File: src/rtl/amadeus_pkg.sv
// Shared constants and types for the accelerator memory subsystem.
package amadeus_pkg;
    localparam int MEM_BANDWIDTH = 32;
    localparam int MEM_DATA_W    = MEM_BANDWIDTH * 8;
    localparam int DEF_NUM_CH    = 4;

    localparam int CH_IFMAP      = 0;
    localparam int CH_WEIGHT     = 1;
    localparam int CH_PSUM       = 2;
    localparam int CH_COMPRESSOR = 3;

    typedef logic [$clog2(DEF_NUM_CH)-1:0] ch_id_t;
endpackage

File: src/rtl/mem_channel_arbiter_fifo.sv
// Synchronous FIFO with occupancy count and single-cycle clear.
module fifo #(
    parameter type DTYPE  = logic,
    parameter int  DEPTH  = 16,
    localparam int PTR_W  = $clog2(DEPTH),
    localparam int CNT_W  = $clog2(DEPTH + 1)
) (
    input  logic             clk,
    input  logic             rst_n,
    input  logic             clear,
    input  logic             push,
    input  DTYPE             din,
    input  logic             pop,
    output DTYPE             dout,
    output logic             full,
    output logic             empty,
    output logic [CNT_W-1:0] count
);
    DTYPE             mem [DEPTH];
    logic [PTR_W-1:0] wr_ptr;
    logic [PTR_W-1:0] rd_ptr;

    always_ff @(posedge clk) begin
        if (push) mem[wr_ptr] <= din;
    end

    always_ff @(posedge clk or negedge rst_n) begin
        if (!rst_n) begin
            wr_ptr <= '0;
            rd_ptr <= '0;
            count  <= '0;
        end else if (clear) begin
            wr_ptr <= '0;
            rd_ptr <= '0;
            count  <= '0;
        end else begin
            if (push) wr_ptr <= wr_ptr + 1'b1;
            if (pop)  rd_ptr <= rd_ptr + 1'b1;
            count <= count + CNT_W'(push) - CNT_W'(pop);
        end
    end

    assign dout  = mem[rd_ptr];
    assign full  = (count == CNT_W'(DEPTH));
    assign empty = (count == '0);
endmodule

File: src/rtl/mem_channel_arbiter_rr_arbiter.sv
// Round-robin pick among eligible channels; pointer advances past each winner.
module rr_arbiter #(
    parameter int NUM_CH = 4,
    localparam int CH_W  = $clog2(NUM_CH)
) (
    input  logic              clk,
    input  logic              rst_n,
    input  logic              clear,
    input  logic [NUM_CH-1:0] eligible,
    output logic [NUM_CH-1:0] grant,
    output logic [CH_W-1:0]   grant_idx,
    output logic              grant_valid
);
    logic [CH_W-1:0] ptr;
    logic [CH_W-1:0] cand;

    always_comb begin
        grant_valid = 1'b0;
        grant_idx   = '0;
        cand        = '0;
        for (int k = 0; k < NUM_CH; k++) begin
            cand = CH_W'((int'(ptr) + k) % NUM_CH);
            if (!grant_valid && eligible[cand]) begin
                grant_valid = 1'b1;
                grant_idx   = cand;
            end
        end
        grant            = '0;
        grant[grant_idx] = grant_valid;
    end

    always_ff @(posedge clk or negedge rst_n) begin
        if (!rst_n) begin
            ptr <= '0;
        end else if (clear) begin
            ptr <= '0;
        end else if (grant_valid) begin
            ptr <= (int'(grant_idx) == NUM_CH - 1) ? '0 : grant_idx + 1'b1;
        end
    end
endmodule

File: src/rtl/mem_channel_arbiter.sv
// Shared memory port: round-robin channel arbitration, per-channel address
// generators, and in-order read-response routing through a grant-order tag FIFO.
module mem_channel_arbiter
    import amadeus_pkg::*;
#(
    parameter int                NUM_CH     = DEF_NUM_CH,
    parameter int                ADDR_W     = 32,
    parameter int                DATA_W     = MEM_DATA_W,
    parameter int                MAX_OUTST  = 16,
    parameter logic [NUM_CH-1:0] CH_WR_MASK = NUM_CH'(4'b1000),
    localparam int               CH_W       = $clog2(NUM_CH),
    localparam int               OCC_W      = $clog2(MAX_OUTST + 1)
) (
    input  logic                     clk,
    input  logic                     rst_n,
    input  logic                     flush,
    input  logic [NUM_CH*ADDR_W-1:0] ch_start_addr,
    input  logic [NUM_CH-1:0]        ch_req,
    output logic [NUM_CH-1:0]        ch_ack,
    input  logic [NUM_CH*DATA_W-1:0] ch_wdata,
    output logic [DATA_W-1:0]        ch_rdata,
    output logic [NUM_CH-1:0]        ch_rvalid,
    output logic [ADDR_W-1:0]        mem_addr,
    output logic                     mem_ren,
    output logic                     mem_wen,
    output logic [DATA_W-1:0]        mem_wdata,
    input  logic [DATA_W-1:0]        mem_rdata,
    input  logic                     mem_rvalid,
    output logic [OCC_W-1:0]         outstanding,
    output logic                     err_orphan
);
    typedef logic [CH_W-1:0] tag_t;

    logic [ADDR_W-1:0] addr [NUM_CH];
    logic [NUM_CH-1:0] eligible;
    logic [NUM_CH-1:0] grant;
    tag_t              grant_idx;
    tag_t              head;
    logic              grant_valid;
    logic              is_write;
    logic              fifo_full;
    logic              fifo_empty;
    logic              draining;
    logic              route;
    logic [OCC_W-1:0]  occupancy;
    logic [OCC_W-1:0]  drain_cnt;

    // A full tag FIFO only blocks reads; writes never need a response slot.
    always_comb begin
        eligible = '0;
        for (int i = 0; i < NUM_CH; i++) begin
            eligible[i] = !flush && ch_req[i] && (CH_WR_MASK[i] || !fifo_full);
        end
    end

    rr_arbiter #(.NUM_CH(NUM_CH)) u_rr_arbiter (
        .clk        (clk),
        .rst_n      (rst_n),
        .clear      (flush),
        .eligible   (eligible),
        .grant      (grant),
        .grant_idx  (grant_idx),
        .grant_valid(grant_valid)
    );

    assign is_write  = CH_WR_MASK[grant_idx];
    assign ch_ack    = grant;
    assign mem_ren   = grant_valid && !is_write;
    assign mem_wen   = grant_valid && is_write;
    assign mem_addr  = grant_valid ? addr[grant_idx] : '0;
    assign mem_wdata = grant_valid ? ch_wdata[grant_idx*DATA_W +: DATA_W] : '0;

    // Responses belonging to a flushed batch are swallowed before routing resumes.
    assign draining = (drain_cnt != '0);
    assign route    = mem_rvalid && !flush && !draining && !fifo_empty;
    assign ch_rdata = mem_rdata;

    always_comb begin
        ch_rvalid       = '0;
        ch_rvalid[head] = route;
    end

    fifo #(.DTYPE(tag_t), .DEPTH(MAX_OUTST)) u_tag_fifo (
        .clk  (clk),
        .rst_n(rst_n),
        .clear(flush),
        .push (mem_ren),
        .din  (grant_idx),
        .pop  (route),
        .dout (head),
        .full (fifo_full),
        .empty(fifo_empty),
        .count(occupancy)
    );

    assign outstanding = occupancy;

    always_ff @(posedge clk or negedge rst_n) begin
        if (!rst_n) begin
            for (int i = 0; i < NUM_CH; i++) addr[i] <= '0;
            drain_cnt  <= '0;
            err_orphan <= 1'b0;
        end else if (flush) begin
            for (int i = 0; i < NUM_CH; i++) addr[i] <= ch_start_addr[i*ADDR_W +: ADDR_W];
            drain_cnt  <= (mem_rvalid && occupancy != '0) ? occupancy - 1'b1 : occupancy;
            err_orphan <= 1'b0;
        end else begin
            if (grant_valid) addr[grant_idx] <= addr[grant_idx] + 1'b1;
            if (mem_rvalid && draining) drain_cnt <= drain_cnt - 1'b1;
            if (mem_rvalid && !draining && fifo_empty) err_orphan <= 1'b1;
        end
    end

    assert property (@(posedge clk) disable iff (!rst_n) $onehot0(ch_ack));
    assert property (@(posedge clk) disable iff (!rst_n) $onehot0(ch_rvalid));
    assert property (@(posedge clk) disable iff (!rst_n) !(mem_ren && fifo_full));
    assert property (@(posedge clk) disable iff (!rst_n) !(mem_ren && mem_wen));
endmodule
File: config.mk
export PLATFORM = sky130hd
export DESIGN_NAME = mem_channel_arbiter
export DESIGN_NICKNAME = d
export VERILOG_FILES = /design/src/rtl/amadeus_pkg.sv /design/src/rtl/mem_channel_arbiter_fifo.sv /design/src/rtl/mem_channel_arbiter_rr_arbiter.sv /design/src/rtl/mem_channel_arbiter.sv
export SDC_FILE = /design/constraint.sdc
export NUM_CORES = 1
export LEC_CHECK = 0
export ABC_CLOCK_PERIOD_IN_PS = 7250
export CORE_AREA = 2 2 762 764
export CTS_CLUSTER_DIAMETER = 120
export CTS_CLUSTER_SIZE = 24
export DETAILED_ROUTE_END_ITERATION = 8
export DIE_AREA = 0 0 764 766
export PLACE_DENSITY = 0.3
export SLEW_MARGIN = 25
export SYNTH_ARGS = -nofsm -noshare
export SYNTH_HDL_FRONTEND = slang
export SYNTH_HIERARCHICAL = 1
export SYNTH_SLANG_ARGS = --single-unit
File: constraint.sdc
create_clock -name clk -period 7.25 [get_ports clk]
set_clock_uncertainty 0.1 [all_clocks]
set_input_delay 1.0875 -clock clk [delete_from_list [all_inputs] [get_ports clk]]
set_output_delay 1.0875 -clock clk [all_outputs]
set_load 0.02 [all_outputs]
**Run 1: power grid**

Pins as bars on the die edge.
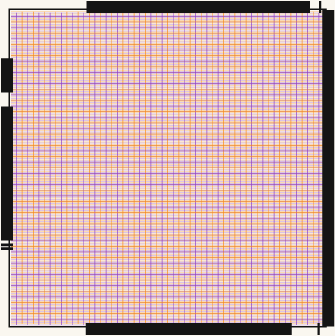
Orange is VDD. Purple is VSS.
55 straps on met5. The core has 279 rows.
VDD IR max: 0.2629 mV
die height: 766 µm

**Run 1: cells colored by class**

The bar under the picture is 200 µm long.
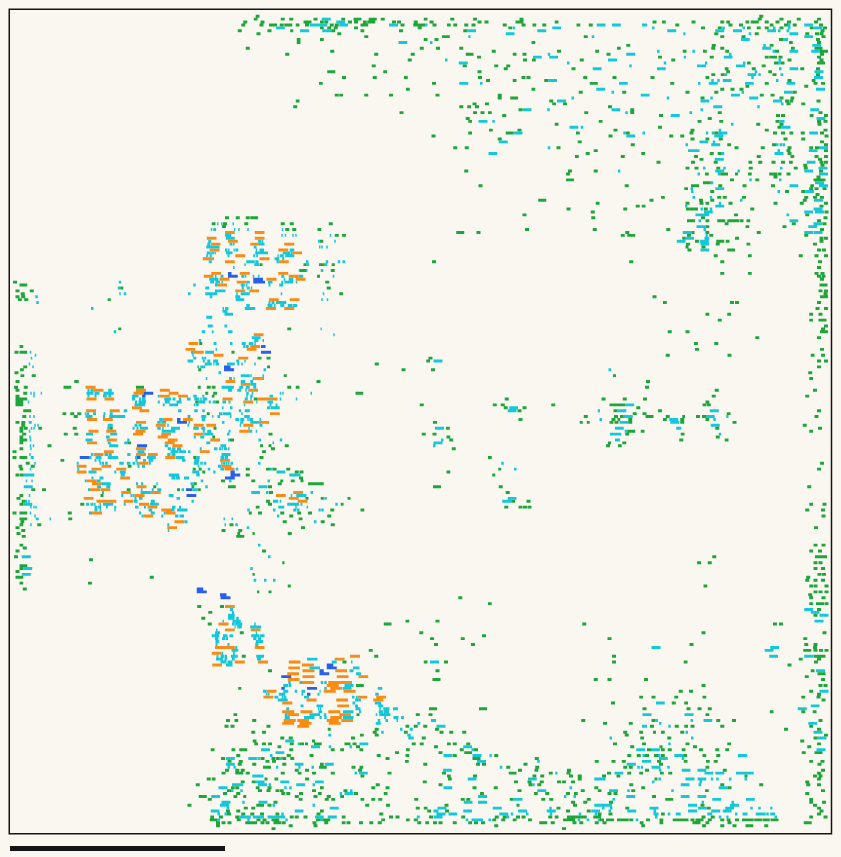
Cyan is remaining logic cells, cells 1336, share of their area 39%. Orange is sequential cells, cells 181, share of their area 14%. Blue is clock drivers and dummy loads, cells 32, share of their area 1.8%. Green is remaining buffers and delay cells, cells 1523, share of their area 45%.
post-layout utilization of the core: 0.07558
flop share of the area: 0.1077

**Run 1: routed clock nets over the placement**

The bar under the picture is 200 µm long.
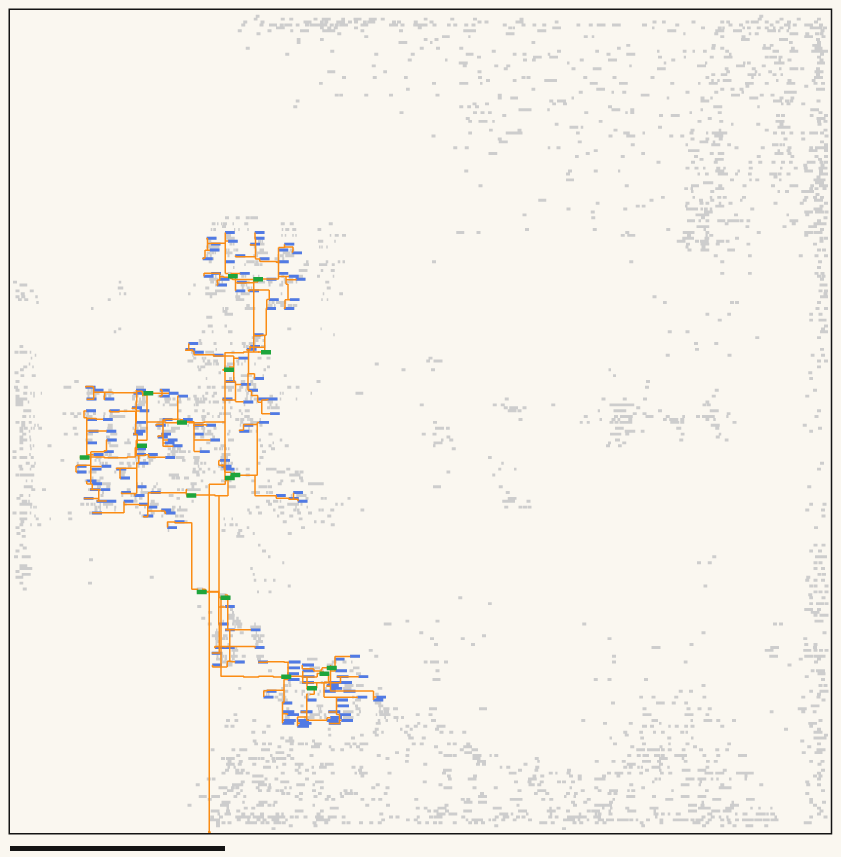
Orange is clock wires, length 3890 µm. Green is clock-net drivers, count 17. Blue is flip-flops, count 181.
There are 18 routed clock nets.

==> results.tsv, run 1 <==
metric	value	unit
Filler Cell Count	67170	
Crit Reg-Reg Startpoint	u_tag_fifo/count[3]$_DFF_PN0_	
cell count listed in synth_stat.txt	1941	
top cell types by occurrence after synthesis	and2_1, mux4_2, buf_4, dfrtp_1, nand2_1	
pin count of the biggest net entering global routing	177	
wire length of the first global-routing pass	530500	µm
GRT Overall Usage	0.1544	
post-CTS setup buffer count	0	
layer with the highest usage after global routing	met2	
share of async-settable or async-resettable flops after synthesis	0.8232	
xor and xnor fraction of the mapped netlist area	0.01279	
HPWL after DPL	438400	µm
number of antenna violations at the first check in global routing	495	
outcome	finished clean	
mux cell area share after synthesis	0.3467	
maximum fanout encountered on the critical timing path	24	
slowest stage cell on the critical path	clkdlybuf4s50_1	
Lkg Pwr	12.75	nW
Critical Path End Type	output pin	
number of cells traversed by the worst register-to-register path	17	
Yosys top cell by area	mux4_2	
final tally of max-slew violations	0	
required time at the worst-slack endpoint	6.06	ns
Layout Cells excl Fill	10870	
total power after layout	9.650	mW
power per unit of standard cell area	221.5	mW/mm²
final count of negative-setup-slack endpoints	0	
worst endpoint data arrival time	5.29	ns
drt total wl	470200	µm
TNS Setup	0	ns
Post-Synthesis Cell Area	0.02054	mm²
Synth Register Bits	181	
Max-area cell share	0.3082	
htree depth	4	
slew margin rel.	0.3853	
number of logged tool warnings	38	
critical setup path kind	in2out	
DR DRC count	0	
number of clock sinks seen by CTS	181	
cell type group with the largest total delay on the critical path	buffers and inverters	
final critical-path setup slack	0.7724	ns
met3 WL	70400	µm
startpoint of the worst setup timing path	ch_req[3]	
Reg-to-Reg End	addr[84]$_DFFE_PN0P_	
met2 track demand over resource	0.2377	
Adders+Majority by Area	0.01255	
count of different cell masters after synthesis	64	
DP Area	0.04275	mm²
buffer cell driving the clock tree root	clkbuf_16	
core region area	0.5763	mm²
-- run 1: cell type report --
type                    instances  area (µm²)  share of cell area
repair buffers               1523       15220              0.3493
multi-input cells            1314       13100              0.3007
well taps                    7727        9668              0.2219
flip-flops and latches        181        4690              0.1077
clock buffers                  17       425.4            0.009766
clock inverters                15       197.7            0.004538
diodes                         74       185.2            0.004251
inverters                      22       82.58            0.001896
-- run 1: report_power, final --
| part | total (mW) | leakage (nW) | internal (mW) | switching [mW] |
|---|---|---|---|---|
| logic | 7.23 | 10.3 | 2.86 | 4.36 |
| registers | 1.36 | 2.11 | 1.22 | 0.134 |
| clock network | 1.06 | 0.304 | 0.502 | 0.561 |
-- run 1: cell usage in the layout, fill, tap and decap left out, types with 6 or more instances in the layout --
cell and n:
a211oi_1 10, a21o_1 9, a21oi_1 46, and2_1 313, and3_1 9, and4_1 6, buf_12 17, buf_4 74
clkbuf_16 17, clkdlybuf4s50_1 1426, dfrtp_1 149, diode_2 74, edfxtp_1 32, ha_1 19, inv_1 21, mux2i_1 37
mux4_1 15, mux4_2 281, nand2_1 125, nand2b_1 7, nand3_1 16, nand4_1 8, nor2_1 110, nor2b_1 6
nor3_1 51, nor3b_1 29, nor4_2 7, o211ai_1 9, o21ai_0 54, o221ai_1 12, o31a_1 9, o31ai_1 46
xnor2_1 16, xor2_1 14
-- run 1: flip-flops by register name, indices dropped and copies added (netlist names) --
register and flops:
u_tag_fifo/rd_ptr 4, addr 128, drain_cnt 5, u_tag_fifo/wr_ptr 4, err_orphan 1, u_rr_arbiter/ptr 2, u_tag_fifo/count 5, u_tag_fifo/mem 32
**Run 1: clock routing**

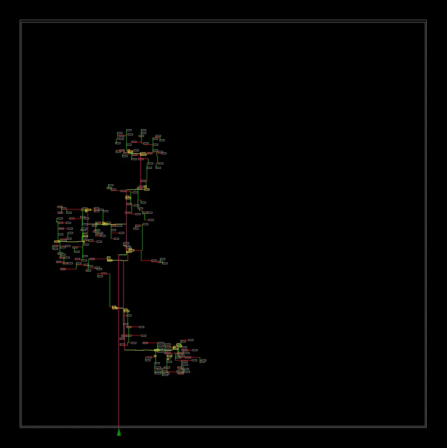

==> inputs of run 2 (changes only) <==
CORE_AREA = 2 2 772 774   (was 2 2 762 764)
DIE_AREA = 0 0 774 776   (was 0 0 764 766)
**Run 2: clock routing**

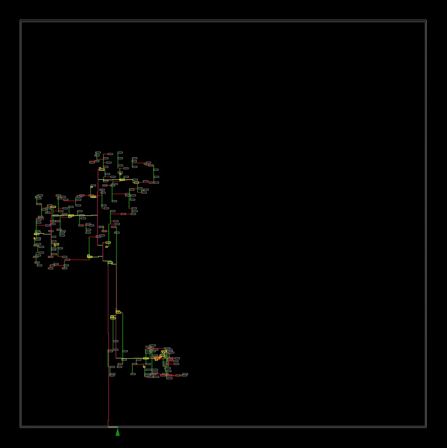
clock latency reported for the late side of the worst-skew pair: 0.52 ns
Layout clock buffers: 20
total CTS buffers: 17
total number of sequential cells: 181
number of clock sinks seen by CTS: 181

==> results.tsv, run 2 <==
metric	value	unit	change
Reg with most FFs	addr		
TNS Setup	0	ns	unchanged
number of flip-flops in the largest register	128		unchanged
GRT Overall Usage	0.1580		+0.003600
flop share of the area	0.1074		-0.0002837
Top Layout Cells	clkdlybuf4s50_1, and2_1, mux4_2		
MI comb cells	1314		unchanged
final count of negative-setup-slack endpoints	0		unchanged
number of antenna violations at the first check in global routing	532		+7.5%
HPWL after DPL	462800	µm	+5.6%
buffer share of cell area	0.3468		-0.002466
buffer cell driving the clock tree root	clkbuf_16		
power per unit of standard cell area	219.7	mW/mm²	-0.83%
mux cell area share after synthesis	0.3467		unchanged
number of ordinary inverters in the final layout	22		unchanged
Post-Synthesis Cell Area	0.02054	mm²	unchanged
die height	776	µm	+1.3%
DR DRC count	0		unchanged
slowest stage cell on the critical path	and3_4		
top cell types by occurrence after synthesis	and2_1, mux4_2, buf_4, dfrtp_1, nand2_1		
core region area	0.5924	mm²	+2.8%
Signal buffers	1525		+0.13%
wire length of the first global-routing pass	554600	µm	+4.6%
number of logged tool warnings	35		-7.9%
final critical-path setup slack	0.6535	ns	-0.1189 ns
largest registers	addr (128), u_tag_fifo/mem (32)		
worst endpoint data arrival time	5.41	ns	+0.12 ns
share of async-settable or async-resettable flops after synthesis	0.8232		unchanged
combinational cell area excluding buffers and inverters	0.01309	mm²	about the same
Critical Path End Type	output pin		
count of different cell masters after synthesis	64		unchanged
Filler Cell Count	69130		+2.9%
most area-hungry cell class in the final design	buffers		
final tally of max-slew violations	0		unchanged
outcome	finished clean		
htree depth	4		unchanged
maximum fanout encountered on the critical timing path	25		+4.2%
FF+latch area	0.004690	mm²	unchanged
most instantiated logic cell after routing	clkdlybuf4s50_1		
slew margin rel.	0.3607		-0.02457
Yosys top cell by area	mux4_2		
[run 2: cell types whose count changed in the layout (fill, tap and decap cells not counted), sizes merged]
cell / delta
buf: +34
bufinv: -1
clkbuf: +3
clkdlybuf4s50: -32
clkinv: -1
clkinvlp: +1
diode: +41
inv: -3
[run 2: report_power, final]
part / internal (mW) / total, mW / switching, mW / leakage [nW]
registers: 1.22 / 1.35 / 0.129 / 2.11
clock network: 0.471 / 0.997 / 0.526 / 0.278
logic: 2.85 / 7.24 / 4.40 / 10.4
[run 2: per-stage QoR]
step / instances / cell area, µm² / hold WS, ns / util / power (mW)
2_1_floorplan: 1941 / 20540 / 0.4164 / - / 4.595
3_3_place_gp: 10880 / 42810 / 0.3981 / 0.07227 / 8.843
3_5_place_dp: 10880 / 42820 / 0.4202 / 0.07228 / 8.821
4_1_cts: 10910 / 43390 / 0.3544 / 0.07324 / 9.888
5_1_grt: 10930 / 43430 / 0.3973 / 0.07332 / 10.01
6_report: 11030 / 43680 / 0.3996 / 0.07373 / 9.595
[run 2: path summary, 6_finish.rpt]
| check | startpoint | end | slack (ns) | cells past startpoint |
|---|---|---|---|---|
| setup / recovery | ch_req[3] | mem_wdata[182] | 0.65 | 10 |
| hold / removal | rst_n | addr[79]$_DFFE_PN0P_ | 0.40 | 1 |
| setup reg to reg | u_tag_fifo/count[2]$_DFF_PN0_ | addr[28]$_DFFE_PN0P_ | 1.71 | 18 |
| hold reg to reg | err_orphan$_DFFE_PN0P_ | err_orphan$_DFFE_PN0P_ | 0.43 | 2 |
| max in group asynchronous | rst_n | u_tag_fifo/rd_ptr[1]$_DFFE_PN0P_ | 5.32 | 2 |
| min in group clk | err_orphan$_DFFE_PN0P_ | err_orphan$_DFFE_PN0P_ | 0.43 | 2 |
Power and IR drop assume default switching activity.
